===== src/rtl/if_id_stage_if.sv =====
// ---------------------------------------------------------------------------
// if_id_stage_if
// Groups every non-clock, non-reset signal of the fetch stage.
//   master : the fetch stage itself (if_id_stage)
//   slave  : the surrounding pipeline (instruction memory, decode, ID/EX)
// Signals:
//   Instr        imem -> stage   instruction word at PcOut (combinational read)
//   StallIn      pipe -> stage   later-stage freeze request
//   BranchTaken  dec  -> stage   branch/jump resolved taken in decode
//   BranchTarget dec  -> stage   redirect address
//   IdExMemRead  idex -> stage   MemRead of the instruction in ID/EX
//   IdExRtAddr   idex -> stage   Rt address of the instruction in ID/EX
//   PcOut        stage -> imem   current fetch address
//   InstrOut     stage -> dec    IF/ID instruction register
//   PcPlus4Out   stage -> dec    IF/ID copy of fetch PC + 4
//   ValidOut     stage -> dec    IF/ID holds a real instruction
//   BubbleOut    stage -> dec    zero control fields into ID/EX this cycle
//   StallCount   stage -> perf   stall cycle counter
//   FlushCount   stage -> perf   branch flush counter
// ---------------------------------------------------------------------------
interface if_id_stage_if #(
    parameter int CNT_W = 16
);
    logic [31:0]      Instr;
    logic             StallIn;
    logic             BranchTaken;
    logic [31:0]      BranchTarget;
    logic             IdExMemRead;
    logic [4:0]       IdExRtAddr;
    logic [31:0]      PcOut;
    logic [31:0]      InstrOut;
    logic [31:0]      PcPlus4Out;
    logic             ValidOut;
    logic             BubbleOut;
    logic [CNT_W-1:0] StallCount;
    logic [CNT_W-1:0] FlushCount;

    modport master (
        input  Instr, StallIn, BranchTaken, BranchTarget, IdExMemRead, IdExRtAddr,
        output PcOut, InstrOut, PcPlus4Out, ValidOut, BubbleOut, StallCount, FlushCount
    );

    modport slave (
        output Instr, StallIn, BranchTaken, BranchTarget, IdExMemRead, IdExRtAddr,
        input  PcOut, InstrOut, PcPlus4Out, ValidOut, BubbleOut, StallCount, FlushCount
    );
endinterface


===== src/rtl/if_id_stage.sv =====
// ---------------------------------------------------------------------------
// if_id_stage
// Instruction-fetch stage: PC register and IF/ID pipeline register with
// load-use hazard detection, stall hold and branch flush.
// Ports:
//   clk    pipeline clock, all state updates on posedge
//   reset  asynchronous, active-high reset
//   bus    if_id_stage_if.master (fetch/decode/hazard signals)
// Parameters:
//   RESET_PC  PC value loaded on reset
//   CNT_W     performance counter width
// Configuration:
//   IF_ID_PERF_CNT_EN  when defined, builds saturating StallCount/FlushCount;
//                      otherwise both counters are tied to zero.
// ---------------------------------------------------------------------------
module if_id_stage #(
    parameter logic [31:0] RESET_PC = 32'h0000_0000,
    parameter int          CNT_W    = 16
) (
    input  logic            clk,
    input  logic            reset,
    if_id_stage_if.master   bus
);
    logic [31:0] pc_q;
    logic [31:0] instr_q;
    logic [31:0] pc_plus4_q;
    logic        valid_q;
    logic [31:0] pc_plus4;
    logic        hazard;
    logic        stall;

    assign pc_plus4 = pc_q + 32'd4;   // wraps modulo 2^32

    // Conservative load-use check: compare against both source fields
    // without decoding the opcode. A squashed slot never causes a hazard.
    assign hazard = bus.IdExMemRead && (bus.IdExRtAddr != 5'd0) && valid_q &&
                    ((bus.IdExRtAddr == instr_q[25:21]) ||
                     (bus.IdExRtAddr == instr_q[20:16]));

    assign stall = hazard || bus.StallIn;

    // NOTE: sequential state uses non-blocking (<=) so every flop samples
    // the pre-edge values; blocking here would create order-dependent races.
    always_ff @(posedge clk or posedge reset) begin
        if (reset) begin
            pc_q       <= RESET_PC;
            instr_q    <= 32'd0;
            pc_plus4_q <= 32'd0;
            valid_q    <= 1'b0;
        end else if (stall) begin
            // Hold everything; a taken branch in decode re-resolves after release.
            pc_q       <= pc_q;
        end else if (bus.BranchTaken) begin
            // Squash the instruction fetched behind the branch (no delay slot).
            pc_q       <= bus.BranchTarget;
            instr_q    <= 32'd0;
            pc_plus4_q <= 32'd0;
            valid_q    <= 1'b0;
        end else begin
            pc_q       <= pc_plus4;
            instr_q    <= bus.Instr;
            pc_plus4_q <= pc_plus4;
            valid_q    <= 1'b1;
        end
    end

    assign bus.PcOut      = pc_q;
    assign bus.InstrOut   = instr_q;
    assign bus.PcPlus4Out = pc_plus4_q;
    assign bus.ValidOut   = valid_q;
    assign bus.BubbleOut  = hazard;   // follows the load-use hazard only, not StallIn

`ifdef IF_ID_PERF_CNT_EN
    logic [CNT_W-1:0] stall_cnt;
    logic [CNT_W-1:0] flush_cnt;

    // Both counters saturate at all-ones instead of wrapping.
    always_ff @(posedge clk or posedge reset) begin
        if (reset) begin
            stall_cnt <= '0;
            flush_cnt <= '0;
        end else begin
            if (stall && (stall_cnt != {CNT_W{1'b1}}))
                stall_cnt <= stall_cnt + 1'b1;
            if (!stall && bus.BranchTaken && (flush_cnt != {CNT_W{1'b1}}))
                flush_cnt <= flush_cnt + 1'b1;
        end
    end

    assign bus.StallCount = stall_cnt;
    assign bus.FlushCount = flush_cnt;
`else
    assign bus.StallCount = {CNT_W{1'b0}};
    assign bus.FlushCount = {CNT_W{1'b0}};
`endif

endmodule


===== src/flat_wrapper.sv =====
// flat-port wrapper written by rule: the top's interface ports become plain ports
module if_id_stage_flat 
#(
    parameter logic [31:0] RESET_PC = 32'h0000_0000,
    parameter int          CNT_W    = 16
)
  (clk, reset, bus_Instr, bus_StallIn, bus_BranchTaken, bus_BranchTarget, bus_IdExMemRead, bus_IdExRtAddr, bus_PcOut, bus_InstrOut, bus_PcPlus4Out, bus_ValidOut, bus_BubbleOut, bus_StallCount, bus_FlushCount);
  if_id_stage_if #(.CNT_W(CNT_W)) bus_i ();
  input  logic clk;
  input  logic reset;
  input wire logic [$bits(bus_i.Instr)-1:0] bus_Instr;
  input wire logic [$bits(bus_i.StallIn)-1:0] bus_StallIn;
  input wire logic [$bits(bus_i.BranchTaken)-1:0] bus_BranchTaken;
  input wire logic [$bits(bus_i.BranchTarget)-1:0] bus_BranchTarget;
  input wire logic [$bits(bus_i.IdExMemRead)-1:0] bus_IdExMemRead;
  input wire logic [$bits(bus_i.IdExRtAddr)-1:0] bus_IdExRtAddr;
  output wire logic [$bits(bus_i.PcOut)-1:0] bus_PcOut;
  output wire logic [$bits(bus_i.InstrOut)-1:0] bus_InstrOut;
  output wire logic [$bits(bus_i.PcPlus4Out)-1:0] bus_PcPlus4Out;
  output wire logic [$bits(bus_i.ValidOut)-1:0] bus_ValidOut;
  output wire logic [$bits(bus_i.BubbleOut)-1:0] bus_BubbleOut;
  output wire logic [$bits(bus_i.StallCount)-1:0] bus_StallCount;
  output wire logic [$bits(bus_i.FlushCount)-1:0] bus_FlushCount;
  assign bus_i.Instr = bus_Instr;
  assign bus_i.StallIn = bus_StallIn;
  assign bus_i.BranchTaken = bus_BranchTaken;
  assign bus_i.BranchTarget = bus_BranchTarget;
  assign bus_i.IdExMemRead = bus_IdExMemRead;
  assign bus_i.IdExRtAddr = bus_IdExRtAddr;
  assign bus_PcOut = bus_i.PcOut;
  assign bus_InstrOut = bus_i.InstrOut;
  assign bus_PcPlus4Out = bus_i.PcPlus4Out;
  assign bus_ValidOut = bus_i.ValidOut;
  assign bus_BubbleOut = bus_i.BubbleOut;
  assign bus_StallCount = bus_i.StallCount;
  assign bus_FlushCount = bus_i.FlushCount;
  if_id_stage #(.RESET_PC(RESET_PC), .CNT_W(CNT_W)) u_core (.clk(clk), .reset(reset), .bus(bus_i));
endmodule

===== config.mk =====
export PLATFORM = sky130hd
export DESIGN_NAME = if_id_stage_flat
export DESIGN_NICKNAME = d
export VERILOG_FILES = /design/src/rtl/if_id_stage_if.sv /design/src/rtl/if_id_stage.sv /design/src/flat_wrapper.sv
export SDC_FILE = /design/constraint.sdc
export NUM_CORES = 1
export LEC_CHECK = 0
export CAP_MARGIN = 15
export CORE_UTILIZATION = 40
export CTS_CLUSTER_DIAMETER = 120
export DETAILED_ROUTE_END_ITERATION = 7
export PLACE_DENSITY = 0.77
export SYNTH_ARGS = -nofsm -noshare
export SYNTH_HDL_FRONTEND = slang
export SYNTH_SLANG_ARGS = --single-unit

===== constraint.sdc =====
create_clock -name clk -period 3.3 [get_ports clk]
set_input_delay 0.66 -clock clk [delete_from_list [all_inputs] [get_ports clk]]
set_output_delay 0.66 -clock clk [all_outputs]
set_load 0.05 [all_outputs]

**Run 1: signal wires on met2**

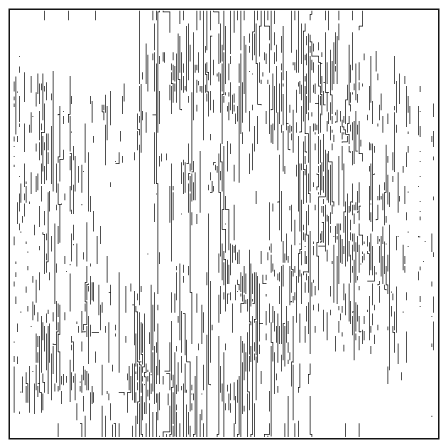
main direction: vertical
share of all routed wire: 46%
longest straight run: 46.4 microns

**Run 1: logic cells by family**

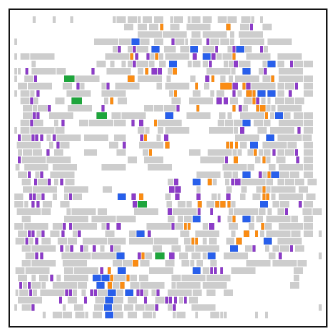
[xor and xnor cells] blue | cells: 37 | most used: xor2_1
[nand cells] purple | cells: 141 | most used: nand2_1 | where: spread over the die
[nor cells] orange | cells: 59 | most used: nor2_1
[mux cells] green | cells: 5 | most used: mux2_2
final cell count without fillers: 913
logic share of the area: 34.3%
dominant logic cell type in the layout: clkdlybuf4s50_1

**Run 1: placement by cell class**

Bar = 20 microns. Fill, decap, tap and diode cells in grey.
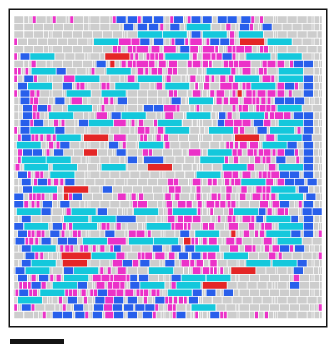
[remaining logic cells] magenta | cells: 450
[remaining buffers and delay cells] blue | cells: 178
[clock drivers and dummy loads] red | cells: 16
[registers] cyan | cells: 97

**Run 1: clock wiring as the flow saved it**

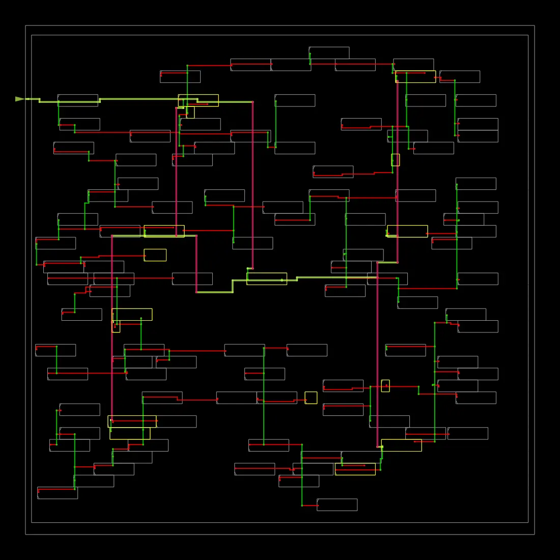
clkbuf count: 10
clock sinks: 97
flop count: 97
Setup Skew: 0.00941 ns
CTS Buf Count: 9

==> run summary, run 1 <==
Worst-path cell chain: clkdlybuf4s50_1, or4_1, o211ai_2, nor2_1, buf_4
CP peak stage delay: 0.56 ns
Routed len/inst: 15.5 microns
Worst Path Arrival: 2.25 ns
Area Overhead vs Synth: 37.7%
Pin count of the biggest net entering global routing: 104
WHS Endpoint: u_core.bus.PcPlus4Out[10]
Slew Viols, Final: 0
Global route total overflow: 0
Fillers: 1153
Yosys adder share: 0.239%
CTS tree: done
Root buffer cell: clkbuf_16
DP Area: 6920 sq um
R2R Path Start: u_core.bus.PcOut[2]
Simple-Gate Area Share: 19.1%
Synthesis area per yosys: 5240 sq um
Synthesis Warnings: 0
Ao+oa area frac: 18.2%
Flop share of the area: 33.6%
Met2 WL: 6520 microns
Tool Warnings: 28
WP buf/inv: 2
Die width: 116 microns
Post-Place Setup Slack: 0.387 ns
M1 wire length: 5940 microns
Slew of the pin with the lowest slew margin: 0.997 ns
I/O pin cnt: 204
Hold crit path type: flip-flop to flip-flop
Inst Count DP: 897
Syn_area_per_cell: 8.85 sq um
Final cell utilization of the core: 56.9%
Yosys reg bits: 97
CP Capture Type: output port
Sequential fraction of the synthesis area: 46.3%
Clk tree area frac: 4.11%
Finished Cell Area: 7220 sq um
Antenna Violating Nets Remaining: 0
Starting Density: 41.3%
DPL Wire Length: 9950 microns
Slowest CP cell: or4_1
Port bufs: 171
Multi-input gates: 446
Non-Clock Buffer Count: 178
H-Tree Depth: 3
WHS Path Cells: 2
Hold Slack: 0.477 ns
Worst-path clk slew: 0.06 ns
Cell Rows: 41
R2r endpoint: u_core.bus.PcOut[20]
Crit path to: bus_BubbleOut
Met1 Track Usage GR: 29.3%
Critical path type: input port to output port
WP data required: 2.64 ns
Total power: 3.92 mW
Synth Instances: 592
Synth top area cells: dfrtp_1 46%, nand2_1 8.2%, o21ai_0 6.2%, buf_4 4.7%, xor2_1 3.5%
RSZ-0062 raised after global routing: false
Headroom to the max-slew limit: 33.5%
Final Worst Setup Slack: 0.385 ns
Setup TNS: 0 ns
Vias in the first global route: 4546
Met2 Usage GRT: 33.8%
Chip area: 13600 sq um
Dominant kind of cell: logic gates
Core area: 12700 sq um
Post-synth top area share: 46.3%
Inverters: 4
# setup viols final: 0
Highest metal used: met4
Post-CTS Setup Bufs: 0
Layout Nets: 811
Pwr dens: 543 nW/um^2
Non-clock buffer share: 24.7%
Outcome: finished clean
Antenna violations before repair: 0
Fraction of layout instances using a drive strength above 1: 5.94%
Max Clock Freq: 343 MHz
# Cells Yosys: 592
Startpoint types: input port
Vias/cell: 5.20
[run 1: power by group]
part	switching (mW)	internal (mW)	leakage, nW	total, mW
Combinational	0.893	0.461	1.60	1.35
Sequential	0.161	1.33	1.23	1.49
Clock	0.472	0.603	0.148	1.08
[run 1: flip-flops by register name, summed over array words and instances (netlist names)]
signal and cells:
u_core.bus.ValidOut 1, u_core.bus.PcOut 32, u_core.bus.PcPlus4Out 32, u_core.bus.InstrOut 32
[run 1: Yosys cell counts, types with 15 or more instances]
cell and n:
buf_2 15, nand3_1 18, a21oi_1 19, buf_4 33, nand2_1 115, xor2_1 21
clkbuf_1 22, nor2_1 41, xnor2_1 16, dfrtp_1 97, o31ai_1 18, o21ai_0 65
## Run 2: what changed since run 1
--- a/config.mk
+++ b/config.mk
@@ -9,6 +9,7 @@
 export CORE_UTILIZATION = 40
 export CTS_CLUSTER_DIAMETER = 120
 export DETAILED_ROUTE_END_ITERATION = 7
+export MAX_ROUTING_LAYER = met4
 export PLACE_DENSITY = 0.77
 export SYNTH_ARGS = -nofsm -noshare
 export SYNTH_HDL_FRONTEND = slang
**Run 2: clock wiring as the flow saved it**

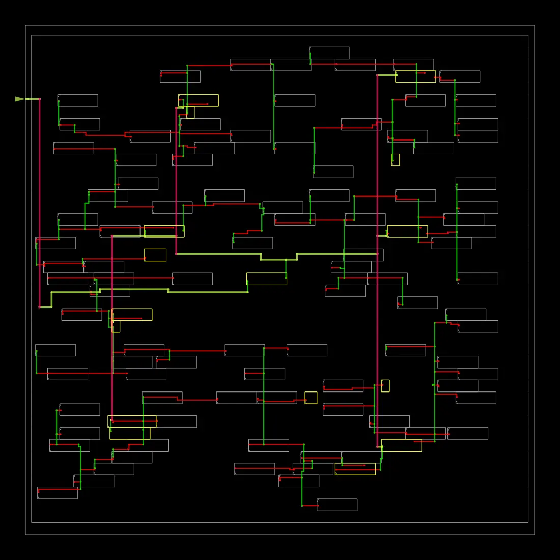
Late-Pin Clk Latency: 0.36 ns
clock-net power: 1.08 mW
Setup Skew: 0.0112 ns

**Run 2: logic cells by family**

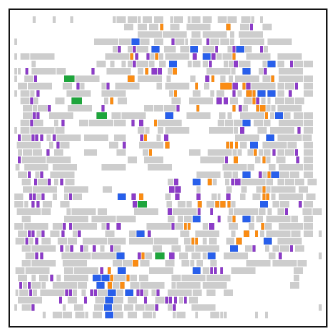
[nor cells] orange | cells: 59 | most used: nor2_1
[mux cells] green | cells: 5 | most used: mux2_2
[nand cells] purple | cells: 141 | most used: nand2_1 | where: spread over the die
[xor and xnor cells] blue | cells: 37 | most used: xor2_1

==> run 2 against run 1 <==
Cell count unchanged. Global-route usage increased by 0.76 points. First-iteration DRC count increased by 1.7%. Non-clock buffer count unchanged. Utilization unchanged. Hold slack about the same. Worst setup slack got worse by 0.0045 ns. Die area unchanged. Power about the same. Clock-buffer cell count unchanged. Clock skew increased by 0.0018 ns. Critical path type unchanged. Critical endpoint unchanged.
==> run summary, run 2 <==
Worst-path clk slew: 0.06 ns (about the same)
Synthesis area per yosys: 5240 sq um (unchanged)
Tool Warnings: 28 (unchanged)
Antenna violations before repair: 0 (unchanged)
Int Power: 2.39 mW (about the same)
Finished Cell Area: 7220 sq um (unchanged)
Critical path type: input port to output port
Outcome: finished clean
RSZ-0062 raised after global routing: false
Inst Count DP: 897 (unchanged)
Total power: 3.92 mW (about the same)
DP Area: 6920 sq um (unchanged)
Post-synth top area share: 46.3% (unchanged)
Sequential fraction of the synthesis area: 46.3% (unchanged)
# Cells Yosys: 592 (unchanged)
WP buf/inv: 2 (unchanged)
Dominant logic cell type in the layout: clkdlybuf4s50_1
CP Capture Type: output port
Most frequent cells in the layout: 169 x clkdlybuf4s50_1, 115 x nand2_1, 97 x dfrtp_1, 65 x o21ai_0, 41 x nor2_1
Yosys adder share: 0.239% (unchanged)
M1 wire length: 6250 microns (+5.2%)
CP peak stage delay: 0.56 ns (about the same)
Final cell count without fillers: 913 (unchanged)
Met2 Usage GRT: 33.8% (unchanged)
Ao+oa area frac: 18.2% (unchanged)
Core area: 12700 sq um (unchanged)
Synthesis Warnings: 0 (unchanged)
Slew Viols, Final: 0 (unchanged)
Layout Nets: 811 (unchanged)
Delay-heaviest family, CP: buffers and inverters
Sw power: 1.53 mW (about the same)
Commonest cells in the netlist: 115 x nand2_1, 97 x dfrtp_1, 65 x o21ai_0, 41 x nor2_1, 33 x buf_4
Syn_area_per_cell: 8.85 sq um (unchanged)
Vias/cell: 5.19 (-0.27%)
Post-Place Setup Slack: 0.387 ns (unchanged)
Synth top area cells: dfrtp_1 46%, nand2_1 8.2%, o21ai_0 6.2%, buf_4 4.7%, xor2_1 3.5%
Comb pwr share: 34.6% (about the same)
Clock Power Share: 27.4% (about the same)
Cycle use final: 88.5%
Final cell utilization of the core: 56.9% (unchanged)
Vias in the first global route: 4553 (+0.15%)
Slew of the pin with the lowest slew margin: 0.986 ns (-0.0110 ns)
Max Clock Freq: 343 MHz (-0.16%)
Simple-Gate Area Share: 19.1% (unchanged)
Sequential power share: 38.0% (about the same)
Port bufs: 171 (unchanged)
CTS Buf Count: 9 (unchanged)
Cell Rows: 41 (unchanged)
Startpoint types: input port
Fraction of layout instances using a drive strength above 1: 5.94% (unchanged)
Antenna Violating Nets Remaining: 0 (unchanged)
Power Combinational: 1.35 mW (about the same)
Clock sinks: 97 (unchanged)
Headroom to the max-slew limit: 34.1% (+0.63 points)
Highest metal used: met4
Area Overhead vs Synth: 37.7% (unchanged)
Hold crit path type: flip-flop to flip-flop
Final Worst Setup Slack: 0.381 ns (-0.00454 ns)
R2R Path Start: u_core.bus.PcOut[2]
Starting Density: 41.3% (unchanged)
Chip area: 13600 sq um (unchanged)
H-Tree Depth: 3 (unchanged)
Most frequent cell after synthesis: nand2_1
Worst-path cell chain: clkdlybuf4s50_1, or4_1, o211ai_2, nor2_1, buf_4
Top power group: sequential cells
Post-CTS Setup Bufs: 0 (unchanged)
# setup viols final: 0 (unchanged)
Gp weighted congestion: 0.852
WP data required: 2.64 ns (about the same)
Seq group: 1.49 mW (about the same)
Pwr dens: 543 nW/um^2 (about the same)
Hold Slack: 0.477 ns (-0.0000870 ns)
Met1 Track Usage GR: 30.1% (+0.77 points)
Global route total overflow: 0 (unchanged)
Routed len/inst: 15.6 microns (+0.63%)
I/O pin cnt: 204 (unchanged)
DPL Wire Length: 9950 microns (unchanged)
Die width: 116 microns (unchanged)
Synth Instances: 592 (unchanged)
Yosys reg bits: 97 (unchanged)
Root buffer cell: clkbuf_16
Setup TNS: 0 ns (unchanged)
## run 2: cell counts after synthesis
Identical to the previous run, type by type.
## run 2: final timing paths
| check | to | slack (ns) | cells past startpoint |
|---|---|---|---|
| max | bus_BubbleOut | 0.38 | 5 |
| min | u_core.bus.PcPlus4Out[10] | 0.48 | 2 |
| max reg2reg | u_core.bus.PcOut[20] | 1.06 | 7 |
| min reg2reg | u_core.bus.PcPlus4Out[10] | 0.48 | 2 |
| max in group asynchronous | u_core.bus.InstrOut[23] | 1.81 | 3 |
| min in group asynchronous | u_core.bus.PcOut[31] | 0.79 | 2 |
## run 2: cell type report
type                    instances  area, sq um
fillers                      1153         5460
multi-input cells             446         2470
flip-flops and latches         97         2430
repair buffers                178         1780
clock buffers                  10          239
well taps                     172          215
clock inverters                 6         57.6
inverters                       4         17.5
## Run 3: what changed since run 2
--- a/config.mk
+++ b/config.mk
@@ -9,8 +9,11 @@
 export CORE_UTILIZATION = 40
 export CTS_CLUSTER_DIAMETER = 120
 export DETAILED_ROUTE_END_ITERATION = 7
+export HOLD_SLACK_MARGIN = 0.05
 export MAX_ROUTING_LAYER = met4
 export PLACE_DENSITY = 0.77
+export RECOVER_POWER = 100
+export REMOVE_ABC_BUFFERS = 1
 export SYNTH_ARGS = -nofsm -noshare
 export SYNTH_HDL_FRONTEND = slang
 export SYNTH_SLANG_ARGS = --single-unit
**Run 3: signal wires on met2**

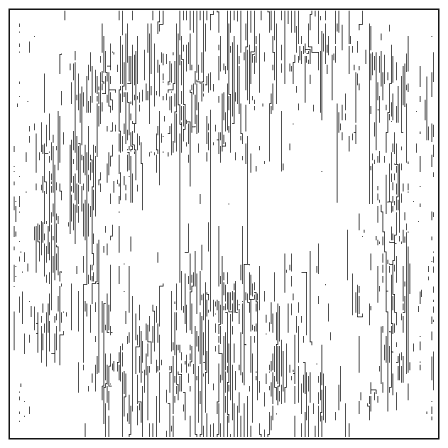
longest straight run: 54.7 microns
main direction: vertical
share of all routed wire: 47%
wire length on this layer: 6330 microns

**Run 3: placement by cell class**

Bar = 20 microns. Fill, decap, tap and diode cells in grey.
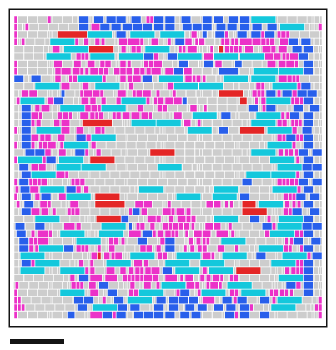
[remaining buffers and delay cells] blue | cells: 178
[clock drivers and dummy loads] red | cells: 16
[remaining logic cells] magenta | cells: 450
[registers] cyan | cells: 97

==> run 3 against run 2 <==
Die area unchanged. Synthesized area unchanged. Utilization down 0.079 points. Hold slack worse by 0.0061 ns. Sequential power about the same. Via count down 0.15%. Routed wire length down 4.8%. Worst setup slack worse by 0.12 ns. Critical path type unchanged. Largest cell class unchanged. Maximum frequency down 4.0%.
==> run summary, run 3 <==
Non-Clock Buffer Count: 178 (unchanged)
Post-Place Setup Slack: 0.351 ns (-0.0362 ns)
N_taps: 172 (unchanged)
Global route total overflow: 0 (unchanged)
Non-clock buffer share: 24.4% (-0.31 points)
Slew Viols, Final: 0 (unchanged)
Flop count: 97 (unchanged)
Dominant logic cell type in the layout: nand2_1
Top power group: sequential cells
Cell Rows: 41 (unchanged)
Die width: 116 microns (unchanged)
Power Combinational: 1.29 mW (-4%)
R2r endpoint: u_core.bus.PcOut[20]
Multi-input gates: 446 (unchanged)
Inverters: 4 (unchanged)
Area Overhead vs Synth: 37.5%
Post-CTS Setup Bufs: 0 (unchanged)
Int Power: 2.49 mW (+4.2%)
Startpoint types: input port
WHS Path Cells: 2 (unchanged)
Logic area: 2440 sq um (-1.3%)
Setup Skew: 0.0122 ns (+0.000966 ns)
Hold Slack: 0.471 ns (-0.00611 ns)
Most frequent cells in the layout: 115 x nand2_1, 99 x dlygate4sd3_1, 97 x dfrtp_1, 70 x clkdlybuf4s50_1, 66 x o21ai_0
Outcome: finished clean
Antenna Violating Nets Remaining: 0 (unchanged)
CTS Buf Count: 9 (unchanged)
Flop share of the area: 33.7% (+0.047 points)
Core area: 12700 sq um (unchanged)
Finished Cell Area: 7210 sq um (-0.14%)
Gp weighted congestion: 0.844 (-0.97%)
Most frequent cell after synthesis: nand2_1
Worst Reg2Reg Path Length in Cells: 7 (unchanged)
Dominant kind of cell: logic gates
Met1 Track Usage GR: 27.1% (-3.0 points)
Layout Nets: 811 (unchanged)
Root buffer cell: clkbuf_16
Final cell utilization of the core: 56.9% (-0.079 points)
Max Clock Freq: 329 MHz (-4.0%)
Port bufs: 171 (unchanged)
Clock Power Share: 30.5% (+3.1 points)
CP Capture Type: output port
Tool Warnings: 27 (-3.6%)
Hold crit path type: flip-flop to flip-flop
Fillers: 1108 (-3.9%)
Clock-net power: 1.21 mW (+10%)
[run 3: cell types whose count changed in the layout (fill, tap and decap cells not counted), moves of 2 or more]
cell,change
o31ai_1,+4
clkbuf_2,+2
dlygate4sd3_1,+99
o31ai_2,-4
clkdlybuf4s50_1,-99
clkbuf_1,+3
bufinv_16,+2
buf_4,-3
clkinv_2,-3
[run 3: critical path, cell delays in order]
cell and delay, ns:
dlygate4sd3_1 0.59, or4_1 0.58, o211ai_2 0.21, nor2_1 0.08, clkbuf_2 0.25
[run 3: logic make-up after synthesis]
logic type	after synthesis	share of synthesized area (%)
compound gates	146	18.2
fa+ha+maj	1	0.239
buf+inv	80	8.91
xor+xnor	37	6.19
other cells	1	0.0716
flops	97	46.3
mux	5	1.03
simple gates	225	19.1
Power figures rest on the tool's default switching activity, not on a simulated workload.
